--- src/rtl/mw_countdown_timer.sv ---
// BCD minutes:seconds countdown timer for the microwave controller.
// Optional beep output is enabled by defining MW_TIMER_BEEP_EN.
//
// state  | meaning
// IDLE   | count 0:00, not just expired
// SET    | count nonzero, magnetron off
// RUN    | count nonzero, magnetron on, counting down
// DONE   | count reached 0:00 by a tick
module mw_countdown_timer #(
  parameter int TICKS_PER_SEC = 1000,
  parameter int BEEP_SECS     = 3
) (
  input  logic       clk,
  input  logic       resetn,
  input  logic       clearn,
  input  logic       mag_on,
  input  logic       digit_valid,
  input  logic [3:0] digit_in,
  output logic [3:0] min_tens,
  output logic [3:0] min_ones,
  output logic [3:0] sec_tens,
  output logic [3:0] sec_ones,
  output logic       timer_done
`ifdef MW_TIMER_BEEP_EN
  , output logic     beep
`endif
);

  localparam int PW = $clog2(TICKS_PER_SEC);
  localparam logic [PW-1:0] PRESC_MAX = PW'(TICKS_PER_SEC - 1);

  localparam logic [1:0] S_IDLE = 2'd0;
  localparam logic [1:0] S_SET  = 2'd1;
  localparam logic [1:0] S_RUN  = 2'd2;
  localparam logic [1:0] S_DONE = 2'd3;

  if (TICKS_PER_SEC < 2 || BEEP_SECS < 1) begin : g_param_check
    $error("mw_countdown_timer: TICKS_PER_SEC must be >= 2 and BEEP_SECS >= 1");
  end

  logic [PW-1:0] presc;
  logic [1:0]    state, state_nxt;
  logic [3:0]    mt_dec, mo_dec, st_dec, so_dec;
  logic          b_so, b_st, b_mo;
  logic          count_zero, entry, entry_zero, run_en, tick, dec_zero;

  assign count_zero = (min_tens == 4'd0) && (min_ones == 4'd0) &&
                      (sec_tens == 4'd0) && (sec_ones == 4'd0);
  assign timer_done = count_zero;

  assign entry      = digit_valid && !mag_on && (digit_in <= 4'd9);
  assign entry_zero = (min_ones == 4'd0) && (sec_tens == 4'd0) &&
                      (sec_ones == 4'd0) && (digit_in == 4'd0);

  // A zero count blocks the prescaler, so the borrow chain never underflows.
  assign run_en = mag_on && !count_zero;
  assign tick   = run_en && (presc == PRESC_MAX);

  always_comb begin
    b_so   = (sec_ones == 4'd0);
    so_dec = b_so ? 4'd9 : sec_ones - 4'd1;
    b_st   = 1'b0;
    st_dec = sec_tens;
    if (b_so) begin
      b_st   = (sec_tens == 4'd0);
      st_dec = b_st ? 4'd5 : sec_tens - 4'd1;
    end
    b_mo   = 1'b0;
    mo_dec = min_ones;
    if (b_st) begin
      b_mo   = (min_ones == 4'd0);
      mo_dec = b_mo ? 4'd9 : min_ones - 4'd1;
    end
    mt_dec = b_mo ? min_tens - 4'd1 : min_tens;
  end

  assign dec_zero = (mt_dec == 4'd0) && (mo_dec == 4'd0) &&
                    (st_dec == 4'd0) && (so_dec == 4'd0);

  always_comb begin
    state_nxt = state;
    if (!clearn) begin
      state_nxt = S_IDLE;
    end else if (entry) begin
      state_nxt = entry_zero ? S_IDLE : S_SET;
    end else if (tick && dec_zero) begin
      state_nxt = S_DONE;
    end else begin
      case (state)
        S_SET:   if (mag_on) state_nxt = S_RUN;
        S_RUN:   if (!mag_on) state_nxt = S_SET;
        default: state_nxt = state;
      endcase
    end
  end

  always_ff @(posedge clk or negedge resetn) begin
    if (!resetn) begin
      state    <= S_IDLE;
      presc    <= '0;
      min_tens <= 4'd0;
      min_ones <= 4'd0;
      sec_tens <= 4'd0;
      sec_ones <= 4'd0;
    end else begin
      state <= state_nxt;
      if (!clearn) begin
        presc    <= '0;
        min_tens <= 4'd0;
        min_ones <= 4'd0;
        sec_tens <= 4'd0;
        sec_ones <= 4'd0;
      end else if (entry) begin
        presc    <= '0;
        min_tens <= min_ones;
        min_ones <= sec_tens;
        sec_tens <= sec_ones;
        sec_ones <= digit_in;
      end else if (tick) begin
        presc    <= '0;
        min_tens <= mt_dec;
        min_ones <= mo_dec;
        sec_tens <= st_dec;
        sec_ones <= so_dec;
      end else if (run_en) begin
        presc <= presc + 1'b1;
      end
    end
  end

`ifdef MW_TIMER_BEEP_EN
  localparam int BEEP_CYC = BEEP_SECS * TICKS_PER_SEC;
  localparam int BW       = $clog2(BEEP_CYC + 1);

  logic [BW-1:0] beep_cnt;

  always_ff @(posedge clk or negedge resetn) begin
    if (!resetn) begin
      beep_cnt <= '0;
    end else if (!clearn || entry) begin
      beep_cnt <= '0;
    end else if (tick && dec_zero) begin
      beep_cnt <= BW'(BEEP_CYC);
    end else if (beep_cnt != '0) begin
      beep_cnt <= beep_cnt - 1'b1;
    end
  end

  assign beep = (beep_cnt != '0);
`endif

endmodule

--- config.mk ---
export PLATFORM = sky130hd
export DESIGN_NAME = mw_countdown_timer
export DESIGN_NICKNAME = d
export VERILOG_FILES = /design/src/rtl/mw_countdown_timer.sv
export SDC_FILE = /design/constraint.sdc
export NUM_CORES = 1
export LEC_CHECK = 0
export CAP_MARGIN = 5
export CORE_MARGIN = 5
export CORE_UTILIZATION = 42
export CTS_BUF_LIST = sky130_fd_sc_hd__clkbuf_8
export DETAILED_ROUTE_END_ITERATION = 8
export PLACE_DENSITY = 0.65
export SKIP_CTS_REPAIR_TIMING = 1
export SLEW_MARGIN = 15
export SYNTH_ARGS = -nofsm -noshare
export SYNTH_HDL_FRONTEND = slang
export SYNTH_SLANG_ARGS = --single-unit
--- constraint.sdc ---
create_clock -name clk -period 2.8 [get_ports clk]
set_input_delay 0.84 -clock clk [delete_from_list [all_inputs] [get_ports clk]]
set_output_delay 0.84 -clock clk [all_outputs]
set_load 0.01 [all_outputs]
Fig. 1: run 1, gate families picked out
(6 px per um)
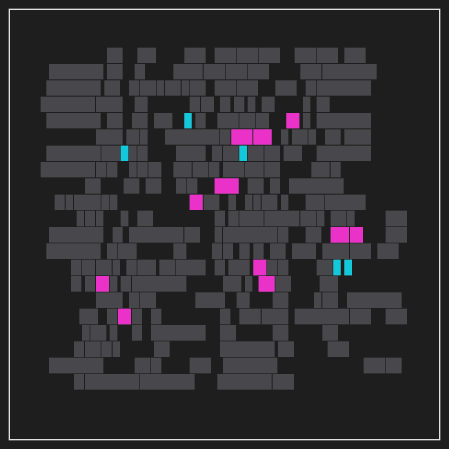
inverters -> cyan  # cells 5
AND and OR gates -> magenta  # cells 11
Commonest Layout Cell: buf_4
combinational share of cell area: 42.28%

Fig. 2: run 1, cell outlines without signal wires
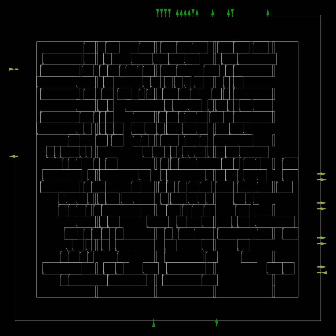
Core ar.: 3661 um2
well tap count: 48
final core utilization: 58.68%

==> Slide: Implementation Results, run 1 <==
Run Summary

Outcome
  – Status: finished, final reports clean

Synthesis
  – Synth flops: 26
  – Mapped cell area: approximately 1600 um2
  – Simple-Gate Area Share: ~29%
  – Complex Gates by Area: between 10% and 20%
  – Synth warn: 0
  – YS chip area: about 1600 um2
  – Seq share, synth: 40.98%
  – Top area cell types: dfrtp_1 41%, o21ai_0 4.7%, nand3_1 4.4%
  – Synth Area in Adders: ~1.6%
  – Cells after synthesis: around 180
  – Net Count, Synth: between 150 and 200
  – Mux share: about 3.2%
  – Largest area contributor in the netlist: dfrtp_1
  – Count leader, synth: dfrtp_1
  – Syn Area/Cell: 8.821 um2

STA
  – Fmax: 394.4 MHz
  – Crit share post-route: about nine tenths
  – Sum Neg Setup Slack: 0 ns
  – Fin. Hold Viols: 0
  – Period minus WS final: roughly 2.5 ns

Worst setup path
  – Delay-heaviest family, CP: simple AND/OR/NAND/NOR gates
  – Crit. End Element: primary output
  – Buffers & Inverters on Critical Path: 3
  – CP endpoint: timer_done
  – WP depth: 6
  – Crit-path most repeated cell: inv_1
  – Critical-path cell list: inv_1 -> ha_1 -> nor3b_4 -> nand4_1 -> inv_1 -> dlymetal6s2s_1
  – CP max stage delay: between 0.4 and 0.5 ns
  – Crit Path Class: flop to primary output
  – Cell count of the worst reg-to-reg path: 6
  – R2R Setup Slk: ~0.56 ns
  – Reg2reg end: sec_ones[2]$_DFFE_PN0P_
  – Critical Path Start Type: flop

Placed design
  – Placement Cell Area: approximately 2000 um2
  – Post-DP HPWL: 3442 um
  – Gpl congestion: slightly above 0.9
  – Pre-CTS setup slack: 0.0001774 ns

Power and ir drop
  – Internal power: between 0.0006 and 0.0007 W
  – Peak VDD IR: between 0.2 and 0.25 mV
  – Clk pwr share: a little under a third
  – Combinational power: slightly below 0.0002 W
  – Top pwr grp: registers
  – Clk pwr: 0.000257 W
  – NetSw: roughly 0.00025 W
  – PD cells: 395.8 nW/um2
  – Power in sequential cells: 0.000399 W

Global routing
  – First-pass GRT wire length: approximately 7400 um
  – Number of antenna violations at the first check in global routing: 0

Hold path
  – Worst Hold Depth: 1
  – Endpoint, Worst Hold: presc[9]$_DFFE_PN0P_
  – Hold Path Class: flop to flop

Finish
  – Top Layout Cells: 27 x buf_4, 26 x dfrtp_1, 24 x clkdlybuf4s50_1
  – Comb area: 908.4 um2
  – Share of cells above drive strength 1: 18.34%
  – Register Area: approximately 650 um2
  – Layout Cells excl Fill: around 280
  – # fillers: approximately 330

Clock tree
  – Root buffer cell: clkbuf_8
  – Worst-Skew Late Latency: between 0.2 and 0.3 ns
  – TritonCTS clock tree: done
  – Clock sink count: 26

Floorplanning
  – FP Rows: 22
  – Die area: a little over 5000 um2
  – I/O Pins: 26

Drt
  – Via/cell ratio: 5.845
  – DRC errors left: 0
  – Post-route ant nets: 0
  – Vias: around 1600
  – Drt total wl: between 4000 and 5000 um
Fig. 3: run 1, cells by drive strength
(6 px per um)
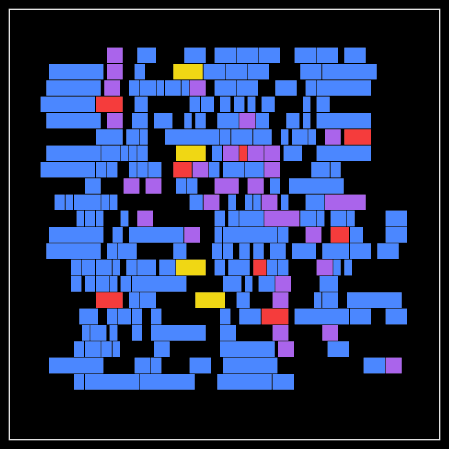
drive 1 or less -> blue  # cells 187
drive 3 to 4 -> purple  # cells 30
drive 6 and up -> yellow  # cells 4
drive 2 -> red  # cells 8
area grow syn2layout: 35.30%
setup slack after layout: 0.2642 ns
final non-filler cell area: 2148 um2
Non-Clock Buffer Count: 52

Fig. 4: run 1, pin placement
(6 px per um) Pins as bars across the die edge, other pins in gray.
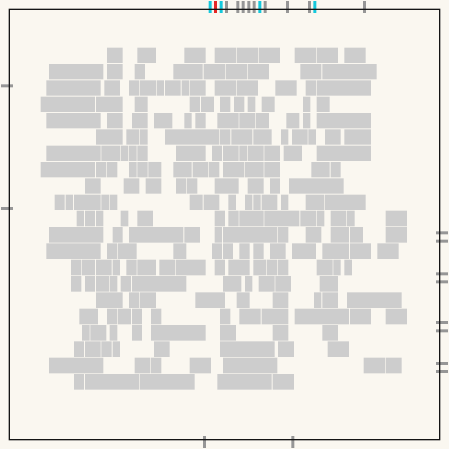
`digit_in` -> cyan  # pins 4, direction input, edge north
`clearn` -> red  # pins 1, direction input, edge north
all pins by edge = 14 north, 8 east, 2 west, 2 south
Die W: 71.49 um
Die Height: 71.49 um
buffers added on ports: 25

==> run 1: routing by layer <==
| metal | share of wire, % | track usage, % | routed length (um) |
|---|---|---|---|
| met5 | 0 | 0 | 0 |
| met4 | 2.8 | 8.768 | 129 |
| met1 | 44 | 24.67 | 2026 |
| met2 | 47 | 28.67 | 2153 |
| met3 | 5.9 | 3.506 | 269 |
==> run 1: layout make-up <==
| type | instances | area share, % |
|---|---|---|
| multi-input combinational | 142 | 42.28 |
| clock buffer | 4 | 2.563 |
| tap | 48 | 2.796 |
| inverter | 5 | 0.8736 |
| sequential | 26 | 30.29 |
| timing repair buffer | 52 | 21.20 |
==> run 1: state kept, by name (all words and copies together) (netlist names) <==
| name | flops |
|---|---|
| sec_ones | 4 |
| min_ones | 4 |
| min_tens | 4 |
| presc | 10 |
| sec_tens | 4 |
Fig. 5: run 1, wires at chosen ports, followed through buffers
(4 px per um)
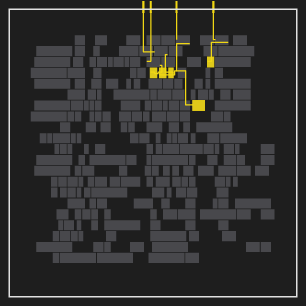

==> inputs of run 2 (changes only) <==
Settings changed: PLACE_DENSITY 0.65 to 0.68.
Clock period 2.8 ns to 2 ns, I/O delays scaled along.
Fig. 6: run 2, wires at chosen ports, followed through buffers
(4 px per um)
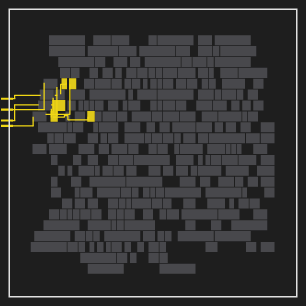
`digit_in` -> yellow  # direction input, edge west, end cells 5, buffers 5, wire 82.9 um
I/O Pins: 26

Fig. 7: run 2, cells by drive strength
(6 px per um)
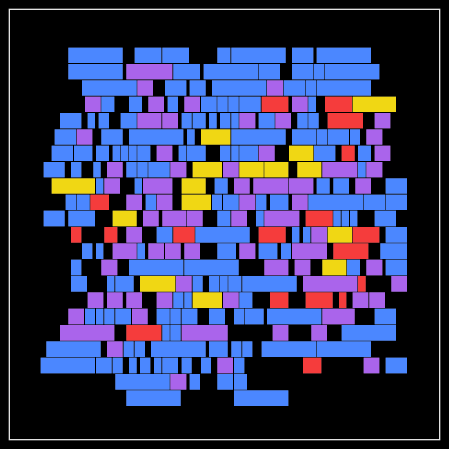
drive 2 -> red  # cells 18
drive 1 or less -> blue  # cells 164
drive 6 and up -> yellow  # cells 15
drive 3 to 4 -> purple  # cells 70
area grow syn2layout: 67.22%
final non-filler cell area: 2655 um2

==> Slide: Implementation Results, run 2 <==
Run Summary

Outcome
  – Status: finished, violations left (was finished, final reports clean)
  – Failing checks: negative setup slack

Hold path
  – Endpoint, Worst Hold: presc[9]$_DFFE_PN0P_ (unchanged)
  – Worst Hold Depth: 1 (unchanged)
  – Hold Path Class: flop to flop (unchanged)

Synthesis
  – Net Count, Synth: 191 (unchanged)
  – Top area cell types: dfrtp_1 41%, o21ai_0 4.7%, nand3_1 4.4% (unchanged)
  – Synth flops: 26 (unchanged)
  – Cells after synthesis: 180 (unchanged)
  – YS chip area: 1588 um2 (unchanged)
  – Syn Area/Cell: 8.821 um2 (unchanged)
  – Seq share, synth: 40.98% (unchanged)
  – Count leader, synth: dfrtp_1 (unchanged)
  – Post-synth EDFFs: 0 (unchanged)
  – Largest area contributor in the netlist: dfrtp_1 (unchanged)
  – Mapped cell area: 1588 um2 (unchanged)
  – Synth warn: 0 (unchanged)
  – Synth Area in Adders: 1.576% (unchanged)

Placed design
  – Post-DP HPWL: 3497 um (was 3442 um)
  – Buffers added on ports: 25 (unchanged)
  – Gpl congestion: 0.8588 (was 0.9056)
  – Pre-CTS setup slack: -0.6899 ns (was 0.0001774 ns)
  – Placement Cell Area: 2298 um2 (was 2044 um2)

Worst setup path
  – Reg2reg end: min_ones[1]$_DFFE_PN0P_ (was sec_ones[2]$_DFFE_PN0P_)
  – Critical-path cell list: inv_2 -> ha_4 -> nor3b_2 -> buf_4 -> nand4_1 -> inv_1 -> buf_2 (was inv_1 -> ha_1 -> nor3b_4 -> nand4_1 -> inv_1 -> dlymetal6s2s_1)
  – Delay-heaviest family, CP: buffers and inverters (was simple AND/OR/NAND/NOR gates)
  – Critical Path Start Type: flop (unchanged)
  – R2R Setup Slk: -0.14 ns (was 0.56 ns)
  – WP depth: 7 (was 6)
  – Crit. End Element: primary output (unchanged)
  – Cell count of the worst reg-to-reg path: 9 (was 6)
  – CP endpoint: timer_done (unchanged)

Floorplanning
  – Die area: 5110 um2 (unchanged)
  – Die Height: 71.49 um (unchanged)
  – Core ar.: 3661 um2 (unchanged)
  – Die W: 71.49 um (unchanged)
  – FP Rows: 22 (unchanged)

Drt
  – Drt total wl: 5119 um (was 4579 um)
  – Post-route ant nets: 0 (unchanged)
  – Via/cell ratio: 5.784 (was 5.845)
  – Initial DRC Count: 89 (was 99)
  – DRC errors left: 0 (unchanged)
  – DR pass1 iterations: 4 (unchanged)
  – Vias: 1822 (was 1619)

Power and ir drop
  – NetSw: 0.0003699 W (was 0.0002455 W)
  – Tot Pwr: 0.001290 W (was 0.0008503 W)
  – Clk pwr: 0.000344 W (was 0.000257 W)
  – Internal power: 0.0009198 W (was 0.0006048 W)
  – PD cells: 485.7 nW/um2 (was 395.8 nW/um2)
  – Clk pwr share: 26.7% (was 30.3%)
  – Power in sequential cells: 0.000554 W (was 0.000399 W)
  – Top pwr grp: registers (unchanged)
  – Peak VDD IR: 0.3007 mV (was 0.2218 mV)
  – Combinational power: 0.000391 W (was 0.000194 W)

Finish
  – Top Layout Cells: 55 x buf_4, 26 x dfrtp_1, 19 x clkdlybuf4s50_1 (was 27 x buf_4, 26 x dfrtp_1, 24 x clkdlybuf4s50_1)
  – Max reg flops: 10 (unchanged)
  – Final core utilization: 72.52% (was 58.68%)
  – Share of cells above drive strength 1: 38.58% (was 18.34%)
  – Biggest register: presc (unchanged)
  – Layout Cells excl Fill: 315 (was 277)
  – Commonest Layout Cell: buf_4 (unchanged)

STA
  – Crit share post-route: 108.5%
  – Period minus WS final: 2.170 ns
  – Fin. Hold Viols: 0 (unchanged)
  – Final Setup Violations: 11 (was 0)
  – Sum Neg Setup Slack: -0.9164 ns (was 0 ns)
  – Setup slack after layout: -0.1704 ns (was 0.2642 ns)
  – Fmax: 460.7 MHz

Clock tree
  – Root buffer cell: clkbuf_8 (unchanged)
  – TritonCTS clock tree: done (unchanged)
  – Worst-Skew Late Latency: 0.27 ns (was 0.29 ns)
  – Clock sink count: 26 (unchanged)

Global routing
  – Number of antenna violations at the first check in global routing: 0 (unchanged)
  – First-pass GRT wire length: 7976 um (was 7424 um)
-- run 2: cell types whose count changed in the layout (fill, tap and decap cells not counted), moves of 4 or more --
cell	delta
clkdlybuf4s50_1	-5
buf_4	+28
buf_6	+8
nor3_1	-4
dlymetal6s2s_1	+4
-- run 2: routing by layer --
layer  global-route usage (%)  vias up  share of wire, %
met5                        0        -                 0
met3                    2.525       11               4.7
li1                         -      853                 -
met4                    6.681        0               2.1
met2                    32.76       60                50
met1                    24.89      898                44
-- run 2: area by class of cell --
cell class                      instances  area (um2)  area share (%)
Multi-Input combinational cell        142        1057           39.82
Timing Repair Buffer                   90       800.8           30.16
Sequential cell                        26       650.6           24.51
Inverter                                5       31.28           1.178
Clock buffer                            4       55.05           2.074
Tap cell                               48       60.06           2.262
==> inputs of run 3 (changes only) <==
Settings changed: CTS_BUF_LIST sky130_fd_sc_hd__clkbuf_8 to unset.
Fig. 8: run 3, pin placement
(6 px per um) Pins as bars across the die edge, other pins in gray.
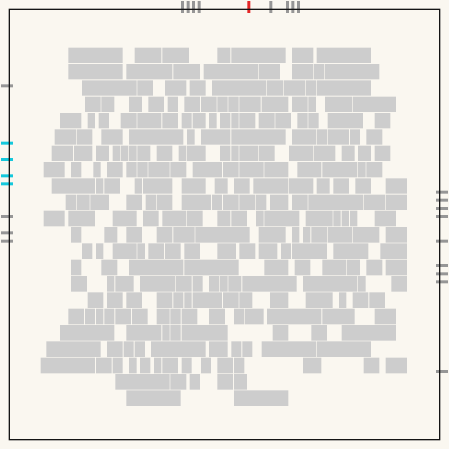
`digit_in` -> cyan  # pins 4, direction input, edge west
`clearn` -> red  # pins 1, direction input, edge north
all pins by edge = 9 north, 9 east, 8 west

==> Slide: Implementation Results, run 3 <==
Run Summary

Power and ir drop
  – Internal power: 0.0009198 W (unchanged)
  – Combinational power: 0.000391 W (about the same)
  – PD cells: 485.7 nW/um2 (unchanged)
  – Power in sequential cells: 0.000554 W (about the same)
  – Top pwr grp: registers (unchanged)
  – NetSw: 0.0003699 W (unchanged)
  – Peak VDD IR: 0.3007 mV (unchanged)

Worst setup path
  – R2R Setup Slk: -0.14 ns (about the same)
  – Crit Path Class: flop to primary output (unchanged)
  – Critical-path cell list: inv_2 -> ha_4 -> nor3b_2 -> buf_4 -> nand4_1 -> inv_1 -> buf_2 (unchanged)
  – Crit. End Element: primary output (unchanged)
  – Buffers & Inverters on Critical Path: 4 (unchanged)
  – CP endpoint: timer_done (unchanged)
  – Cell count of the worst reg-to-reg path: 9 (unchanged)
  – Delay-heaviest family, CP: buffers and inverters (unchanged)
  – CP max stage delay: 0.40 ns (about the same)

Synthesis
  – Mapped cell area: 1588 um2 (unchanged)
  – Syn Area/Cell: 8.821 um2 (unchanged)
  – Seq share, synth: 40.98% (unchanged)
  – Synth flops: 26 (unchanged)
  – Count leader, synth: dfrtp_1 (unchanged)
  – Post-synth EDFFs: 0 (unchanged)
  – Net Count, Synth: 191 (unchanged)
  – Top area cell types: dfrtp_1 41%, o21ai_0 4.7%, nand3_1 4.4% (unchanged)
  – Largest area contributor in the netlist: dfrtp_1 (unchanged)

Finish
  – Final core utilization: 72.52% (unchanged)
  – Area grow syn2layout: 67.22% (unchanged)
  – Share of cells above drive strength 1: 38.58% (unchanged)
  – Final non-filler cell area: 2655 um2 (unchanged)
  – Biggest register: presc (unchanged)
  – Max reg flops: 10 (unchanged)
  – # fillers: 272 (unchanged)
  – Commonest Layout Cell: buf_4 (unchanged)

Floorplanning
  – Die W: 71.49 um (unchanged)
  – Die Height: 71.49 um (unchanged)
  – I/O Pins: 26 (unchanged)
  – FP Rows: 22 (unchanged)
  – Die area: 5110 um2 (unchanged)

STA
  – Setup slack after layout: -0.1704 ns (unchanged)
  – Period minus WS final: 2.170 ns (unchanged)
  – Fin. Hold Viols: 0 (unchanged)
  – Final Setup Violations: 11 (unchanged)
  – Crit share post-route: 108.5% (unchanged)
  – Sum Neg Setup Slack: -0.9164 ns (unchanged)

Placed design
  – Post-DP HPWL: 3497 um (unchanged)
  – Buffers added on ports: 25 (unchanged)
  – Gpl congestion: 0.8588 (unchanged)
  – Placement Cell Area: 2298 um2 (unchanged)
  – Pre-CTS setup slack: -0.6899 ns (unchanged)

Hold path
  – Worst Hold Depth: 1 (unchanged)
  – Hold Path Class: flop to flop (unchanged)

Clock tree
  – Worst-Skew Late Latency: 0.27 ns (about the same)
  – TritonCTS clock tree: done (unchanged)
  – Clock sink count: 26 (unchanged)
  – Root buffer cell: clkbuf_8 (unchanged)

Global routing
  – Met2 usage: 32.76% (unchanged)
  – Met3 Resource Use GR: 2.525% (unchanged)
  – First-pass GRT wire length: 7976 um (unchanged)
  – GR Util met1: 24.89% (unchanged)
  – GRT busiest layer: met2 (unchanged)
  – Number of antenna violations at the first check in global routing: 0 (unchanged)

Drt
  – Vias: 1822 (unchanged)
  – DR pass1 iterations: 4 (unchanged)
  – Via/cell ratio: 5.784 (unchanged)
  – DRC errors left: 0 (unchanged)
  – Drt total wl: 5119 um (unchanged)
  – Highest routed layer: met4 (unchanged)
  – Post-route ant nets: 0 (unchanged)
  – WL met3: 239 um (unchanged)

Outcome
  – Status: finished, violations left (unchanged)
  – Failing checks: negative setup slack (unchanged)
Fig. 9: run 3, cells by drive strength
(6 px per um)
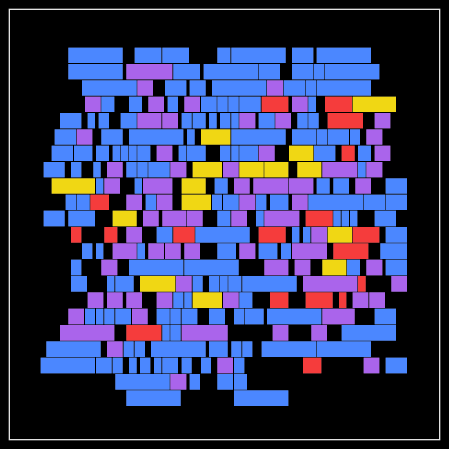
drive 1 or less -> blue  # cells 164
drive 3 to 4 -> purple  # cells 70
drive 2 -> red  # cells 18
drive 6 and up -> yellow  # cells 15
Non-Clock Buffer Count: 90
setup slack after layout: -0.1704 ns

[run 3: cell counts after synthesis]
No cell type changed its count.
[run 3: logic make-up (layout without fill, tap and decap cells)]
family	after synthesis	count (layout)	synth area share [%]
buf+inv	12	99	3.309
compound gates	47	47	19.07
xor+xnor	6	6	3.310
fa+ha+maj	2	2	1.576
mux	5	5	3.231
flops	26	26	40.98
simple gates	82	82	28.53
[run 3: area by class of cell]
class,instances,area [um2],share of cell area [%]
Clock buffer,4,55.05,2.074
Timing Repair Buffer,90,800.8,30.16
Inverter,5,31.28,1.178
Tap cell,48,60.06,2.262
Multi-Input combinational cell,142,1057,39.82
Sequential cell,26,650.6,24.51
Power figures rest on the tool's default switching activity, not on a simulated workload.
